### src/rtl/rib_pkg.sv
// Shared definitions for the RIB bus arbiter: FSM state encoding,
// master slot assignments and default bus geometry.
package rib_pkg;

    // Arbiter FSM states
    typedef enum logic [1:0] {
        IDLE = 2'd0,
        BUSY = 2'd1,
        ERR  = 2'd2
    } arb_state_e;

    // Fixed master slot assignments on the RIB
    localparam int M_IF   = 0;  // instruction fetch
    localparam int M_LSU  = 1;  // core load/store
    localparam int M_JTAG = 2;  // debug module

    // Default bus geometry
    localparam int RIB_NUM_M   = 3;
    localparam int RIB_AW      = 32;
    localparam int RIB_DW      = 32;
    localparam int RIB_TIMEOUT = 16;

endpackage

### src/rtl/rib_arbiter_rr_pick.sv
// Combinational round-robin winner select. Searches req starting at
// index ptr and wrapping modulo N; returns the first set index found.
// Written for non-power-of-two N, so the wrap uses an explicit compare
// rather than relying on natural overflow. ptr must be below N.
module rr_pick #(
    parameter int N  = 3,
    parameter int IW = (N > 1) ? $clog2(N) : 1
) (
    input  logic [N-1:0]  req,
    input  logic [IW-1:0] ptr,
    output logic [IW-1:0] idx,
    output logic          valid
);

    // One extra bit so ptr + offset cannot overflow before the wrap
    logic [IW:0] cand;

    // Scan offsets 0..N-1 from ptr, keep the first requester hit
    always_comb begin
        idx   = '0;
        valid = 1'b0;
        cand  = '0;
        for (int i = 0; i < N; i++) begin
            cand = {1'b0, ptr} + (IW+1)'(i);
            if (cand > (IW+1)'(N - 1)) begin
                cand = cand - (IW+1)'(N);
            end
            if (!valid && req[cand[IW-1:0]]) begin
                valid = 1'b1;
                idx   = cand[IW-1:0];
            end
        end
    end

endmodule

### src/rtl/rib_arbiter.sv
// RIB bus arbiter. Grants the single shared slave port to one of NUM_M
// masters at a time in round-robin order, latches the winner's request
// onto the slave side for the duration of the transaction, and converts
// a slave that never answers into an error response after TIMEOUT cycles
// so the requesting pipeline stage cannot deadlock.
module rib_arbiter
    import rib_pkg::*;
#(
    parameter int NUM_M   = RIB_NUM_M,
    parameter int AW      = RIB_AW,
    parameter int DW      = RIB_DW,
    parameter int TIMEOUT = RIB_TIMEOUT
) (
    input  logic                clk_i,
    input  logic                rst_i,

    input  logic [NUM_M-1:0]    m_req_i,
    input  logic [NUM_M-1:0]    m_we_i,
    input  logic [NUM_M*AW-1:0] m_addr_i,
    input  logic [NUM_M*DW-1:0] m_wdata_i,
    output logic [NUM_M-1:0]    m_ack_o,
    output logic [NUM_M-1:0]    m_err_o,
    output logic [DW-1:0]       m_rdata_o,
    output logic [NUM_M-1:0]    m_stall_o,

    output logic                s_req_o,
    output logic                s_we_o,
    output logic [AW-1:0]       s_addr_o,
    output logic [DW-1:0]       s_wdata_o,
    input  logic [DW-1:0]       s_rdata_i,
    input  logic                s_ack_i,

    output logic                busy_o
);

    localparam int IW = (NUM_M > 1) ? $clog2(NUM_M) : 1;
    localparam int TW = $clog2(TIMEOUT);

    arb_state_e    state;
    arb_state_e    state_next;

    logic [IW-1:0] rr_ptr;
    logic [IW-1:0] grant;
    logic [IW-1:0] pick_idx;
    logic          pick_valid;
    logic [TW-1:0] timer;
    logic          timer_last;

    // Successor of a master index, wrapping at NUM_M-1 explicitly
    function automatic logic [IW-1:0] wrap_inc(input logic [IW-1:0] g);
        return (g == IW'(NUM_M - 1)) ? '0 : g + IW'(1);
    endfunction

    assign timer_last = (timer == TW'(TIMEOUT - 1));

    rr_pick #(
        .N  (NUM_M),
        .IW (IW)
    ) u_pick (
        .req   (m_req_i),
        .ptr   (rr_ptr),
        .idx   (pick_idx),
        .valid (pick_valid)
    );

    // FSM state register
    always_ff @(posedge clk_i) begin
        if (rst_i) begin
            state <= IDLE;
        end else begin
            state <= state_next;
        end
    end

    // Next-state logic; an ack in the final timer cycle beats the timeout
    always_comb begin
        state_next = state;
        case (state)
            IDLE: begin
                if (pick_valid) begin
                    state_next = BUSY;
                end
            end
            BUSY: begin
                if (s_ack_i) begin
                    state_next = IDLE;
                end else if (timer_last) begin
                    state_next = ERR;
                end
            end
            ERR:     state_next = IDLE;
            default: state_next = IDLE;
        endcase
    end

    // Master-side responses, combinational so the ack lands in the slave ack cycle
    always_comb begin
        m_ack_o   = '0;
        m_err_o   = '0;
        m_rdata_o = '0;
        if (!rst_i) begin
            if (state == BUSY && s_ack_i) begin
                m_ack_o[grant] = 1'b1;
                m_rdata_o      = s_rdata_i;
            end else if (state == ERR) begin
                m_ack_o[grant] = 1'b1;
                m_err_o[grant] = 1'b1;
            end
        end
    end

    // A master stalls while it requests and is not being acked this cycle
    assign m_stall_o = m_req_i & ~m_ack_o;

    // Grant, round-robin pointer, timeout timer and latched slave request
    always_ff @(posedge clk_i) begin
        if (rst_i) begin
            rr_ptr    <= '0;
            grant     <= '0;
            timer     <= '0;
            s_req_o   <= 1'b0;
            s_we_o    <= 1'b0;
            s_addr_o  <= '0;
            s_wdata_o <= '0;
            busy_o    <= 1'b0;
        end else begin
            busy_o <= (state_next != IDLE);
            case (state)
                IDLE: begin
                    if (pick_valid) begin
                        grant     <= pick_idx;
                        s_req_o   <= 1'b1;
                        s_we_o    <= m_we_i[pick_idx];
                        s_addr_o  <= m_addr_i[int'(pick_idx)*AW +: AW];
                        s_wdata_o <= m_wdata_i[int'(pick_idx)*DW +: DW];
                        timer     <= '0;
                    end
                end
                BUSY: begin
                    timer <= timer + TW'(1);
                    if (s_ack_i) begin
                        s_req_o <= 1'b0;
                        rr_ptr  <= wrap_inc(grant);
                    end else if (timer_last) begin
                        s_req_o <= 1'b0;
                    end
                end
                ERR: begin
                    rr_ptr <= wrap_inc(grant);
                end
                default: begin
                end
            endcase
        end
    end

endmodule

### config.mk
export PLATFORM = sky130hd
export DESIGN_NAME = rib_arbiter
export DESIGN_NICKNAME = d
export VERILOG_FILES = /design/src/rtl/rib_pkg.sv /design/src/rtl/rib_arbiter_rr_pick.sv /design/src/rtl/rib_arbiter.sv
export SDC_FILE = /design/constraint.sdc
export NUM_CORES = 1
export LEC_CHECK = 0
export ABC_CLOCK_PERIOD_IN_PS = 3420
export CAP_MARGIN = 0
export CORE_AREA = 2 2 131 133
export CTS_BUF_LIST = sky130_fd_sc_hd__clkbuf_4 sky130_fd_sc_hd__clkbuf_8
export DETAILED_ROUTE_END_ITERATION = 7
export DIE_AREA = 0 0 133 135
export GPL_TIMING_DRIVEN = 0
export PLACE_DENSITY_LB_ADDON = 0.25
export REMOVE_ABC_BUFFERS = 1
export SETUP_SLACK_MARGIN = 0.3
export SKIP_CTS_REPAIR_TIMING = 1
export SLEW_MARGIN = 20
export SYNTH_ARGS = -nofsm -noshare
export SYNTH_HDL_FRONTEND = slang
export SYNTH_SLANG_ARGS = --single-unit
### constraint.sdc
create_clock -name clk_i -period 3.42 [get_ports clk_i]
set_input_delay 0.342 -clock clk_i [delete_from_list [all_inputs] [get_ports clk_i]]
set_output_delay 0.342 -clock clk_i [all_outputs]
set_load 0.01 [all_outputs]
run_1/layers.png
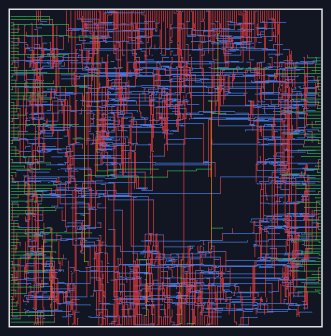
Key: red = M2 [wire length 9,220 um]; green = M3 [wire length 1,410 um]; blue = M1 [wire length 7,770 um]; orange = M4 [wire length 337 um]
total track usage: 19.4%
total number of vias: 5,170

run_1/gates.png
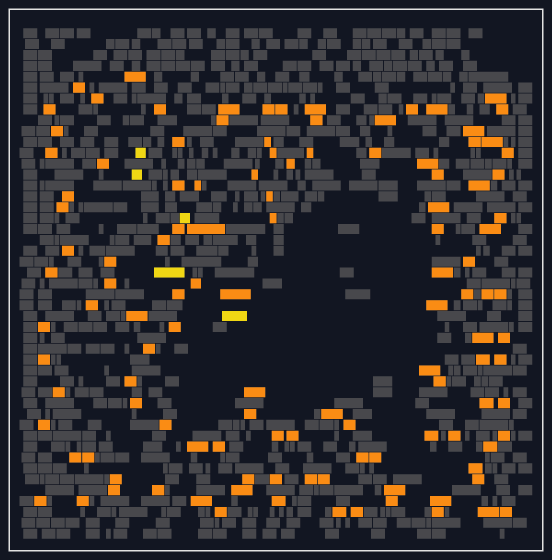
Key: orange = aoi and oai cells [cells 118, where widely spread]; yellow = non-inverting ao/oa cells [cells 5]
Final Non-Filler Cells: 1,096
Comb/total area: 30.6%

run_1/clock_wires.png
Bar = 50 um.
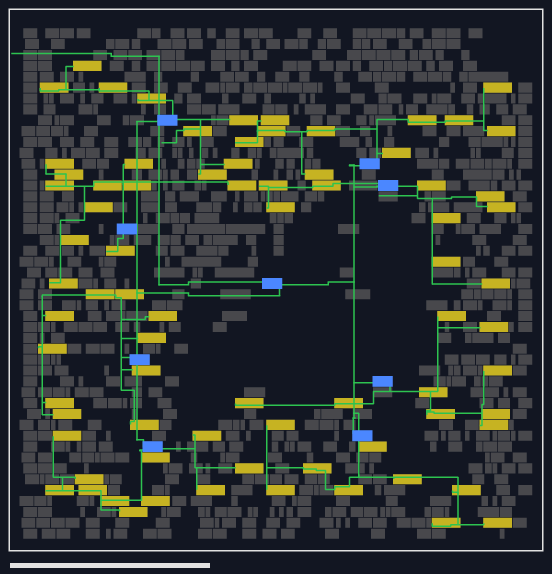
Key: blue = clock-net drivers [count 9]; green = clock wires [length 1,260 um]; yellow = flip-flops [count 77]
Position of the flops: widely spread.
Clock Skew: 5.33 ps
clk ins delay skew pair: 360 ps
Clock power frac: 19.2%

run_1/clock_nets.png
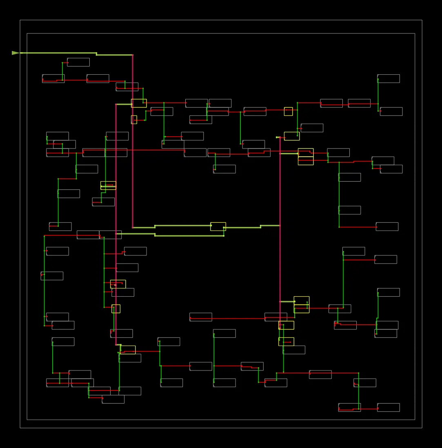
Power Clock: 683 uW
Clock Sinks: 77
CLK BUF: 14
Seq cells: 77
Num CTS Buffers: 9

==> run_results.csv, run 1 <==
group,metric,value,unit
final_layout,dominant_cells,"buffers",
clock_network,path_clk_slew,80,ps
floorplanning,fp.dieW,133,um
setup_path,crit_path_end_kind,"register",
final_layout,reg_top3,"s_addr_o x32, s_wdata_o x32, timer x4",
final_layout,final_nets,1110,
grt,grt_overflow_total,0,
logic_synthesis,async_flop_share,0,%
power_and_ir_drop,p_int,2.33,mW
status,status,"finished clean",
setup_path,ff2ff_path_depth,10,
setup_path,cp_top_family,"AND-OR/OR-AND gates",
final_layout,combGateArea,2650,um^2
power_and_ir_drop,pwr-share-comb,48.3,%
placed_design,detailed_place_hpwl,13300,um
final_layout,diodes,0,
final_layout,fillerInstances,1553,
sta,timing.setup.tns,0,ps
final_layout,drive_gt1_share,9.82,%
setup_path,cp_slowest_cell,"a32o_4",
logic_synthesis,synth_area_per_cell,8.44,um^2
setup_path,cp.buffers_inverters,3,
logic_synthesis,synth_area,4520,um^2
power_and_ir_drop,p_comb,1.72,mW
logic_synthesis,fa_ha_area_share,1.39,%
setup_path,crit_required,3670,ps
setup_path,cp-startpoint,"rr_ptr[1]$_SDFFE_PP0P_",
setup_path,crit_chain,"inv_1 > ha_1 > mux2i_2 > o21a_1 > o221ai_1 > a32o_4 > nor2b_4 > buf_4 > buf_12 > a2111oi_1",
logic_synthesis,ys_sh_aoi,26.9,%
grt,gr-usage-met2,34.2,%
logic_synthesis,top_cells_by_area,"dfxtp_1 34%, a2111oi_2 8.3%, mux2i_1 7.3%, o2bb2ai_1 7.2%, inv_1 5.7%",
grt,grt_max_degree,51,
floorplanning,coreArea,16400,um^2
detailed_routing,route.met2.wl,9220,um
logic_synthesis,yosysCellCount,535,
power_and_ir_drop,power.density,411,nW/um^2
power_and_ir_drop,p_leak,3.41,nW
floorplanning,fp_util,27.5,%
detailed_routing,drtIter0Drc,202,
final_layout,inv_count,69,
==> run 1 -> run 2 <==
--- a/config.mk
+++ b/config.mk
@@ -16,7 +16,6 @@
 export REMOVE_ABC_BUFFERS = 1
 export SETUP_SLACK_MARGIN = 0.3
 export SKIP_CTS_REPAIR_TIMING = 1
-export SLEW_MARGIN = 20
 export SYNTH_ARGS = -nofsm -noshare
 export SYNTH_HDL_FRONTEND = slang
 export SYNTH_SLANG_ARGS = --single-unit
run_2/clock_nets.png
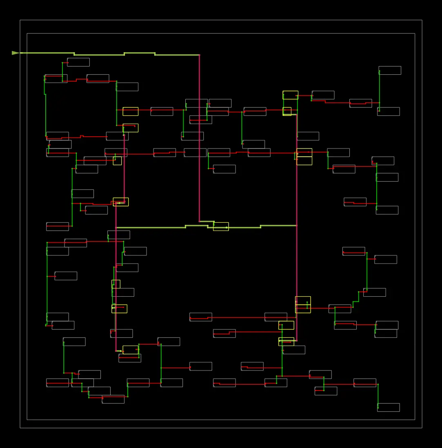
Clock Skew: 10.2 ps
CLK BUF: 16
Power Clock: 722 uW

==> run 2 against run 1 <==
- critical path depth did not move
- highest routed layer unchanged
- sequential cell count did not move
- wire length rose by 0.87%
- register-to-register slack improved by 20 ps
- design area fell by 0.33%
- clock power rose by 5.7%
- cell count barely moved
==> run_results.csv, run 2 <==
group,metric,value,unit
status,status,"finished clean",
power_and_ir_drop,power.density,413,nW/um^2
setup_path,cp_slowest_cell,"dfxtp_1",
setup_path,crit_path_end_kind,"register",
logic_synthesis,top_cells_by_area,"dfxtp_1 34%, a2111oi_2 8.3%, mux2i_1 7.3%, o2bb2ai_1 7.2%, inv_1 5.7%",
final_layout,drive_gt1_share,9.83,%
grt,grt_overflow_total,0,
setup_path,cp-startpoint,"rr_ptr[0]$_SDFFE_PP0P_",
power_and_ir_drop,p_int,2.33,mW
final_layout,comb_share,30.9,%
setup_path,crit_chain,"inv_1 > ha_2 > and3b_1 > o21bai_1 > o31a_4 > buf_16 > nand3_4 > nor2b_4 > buf_12 > a2111oi_0",
logic_synthesis,yosysCellCount,535,
detailed_routing,route.met2.wl,9490,um
detailed_routing,drtIter0Drc,167,
clock_network,path_clk_slew,80,ps
floorplanning,fp_util,27.5,%
logic_synthesis,synth_area,4520,um^2
power_and_ir_drop,p_comb,1.68,mW
power_and_ir_drop,p_leak,3.39,nW
final_layout,fillerInstances,1530,
clock_network,cts.sinks,77,
setup_path,ff2ff_path_depth,10,
floorplanning,coreArea,16400,um^2
grt,grt_max_degree,47,
final_layout,reg_top3,"s_addr_o x32, s_wdata_o x32, timer x4",
power_and_ir_drop,clkPwrFrac,20.3,%
final_layout,inv_count,69,
grt,gr-usage-met2,34.9,%
clock_network,clock_latency,370,ps
clock_network,cts_buffers,9,
power_and_ir_drop,pwr-share-comb,47.3,%
setup_path,crit_required,3670,ps
sta,timing.setup.tns,0,ps
logic_synthesis,async_flop_share,0,%
placed_design,detailed_place_hpwl,13300,um
final_layout,ff_count,77,
grt,grtUsageTotal,19.7,%
Power and IR drop assume default switching activity.
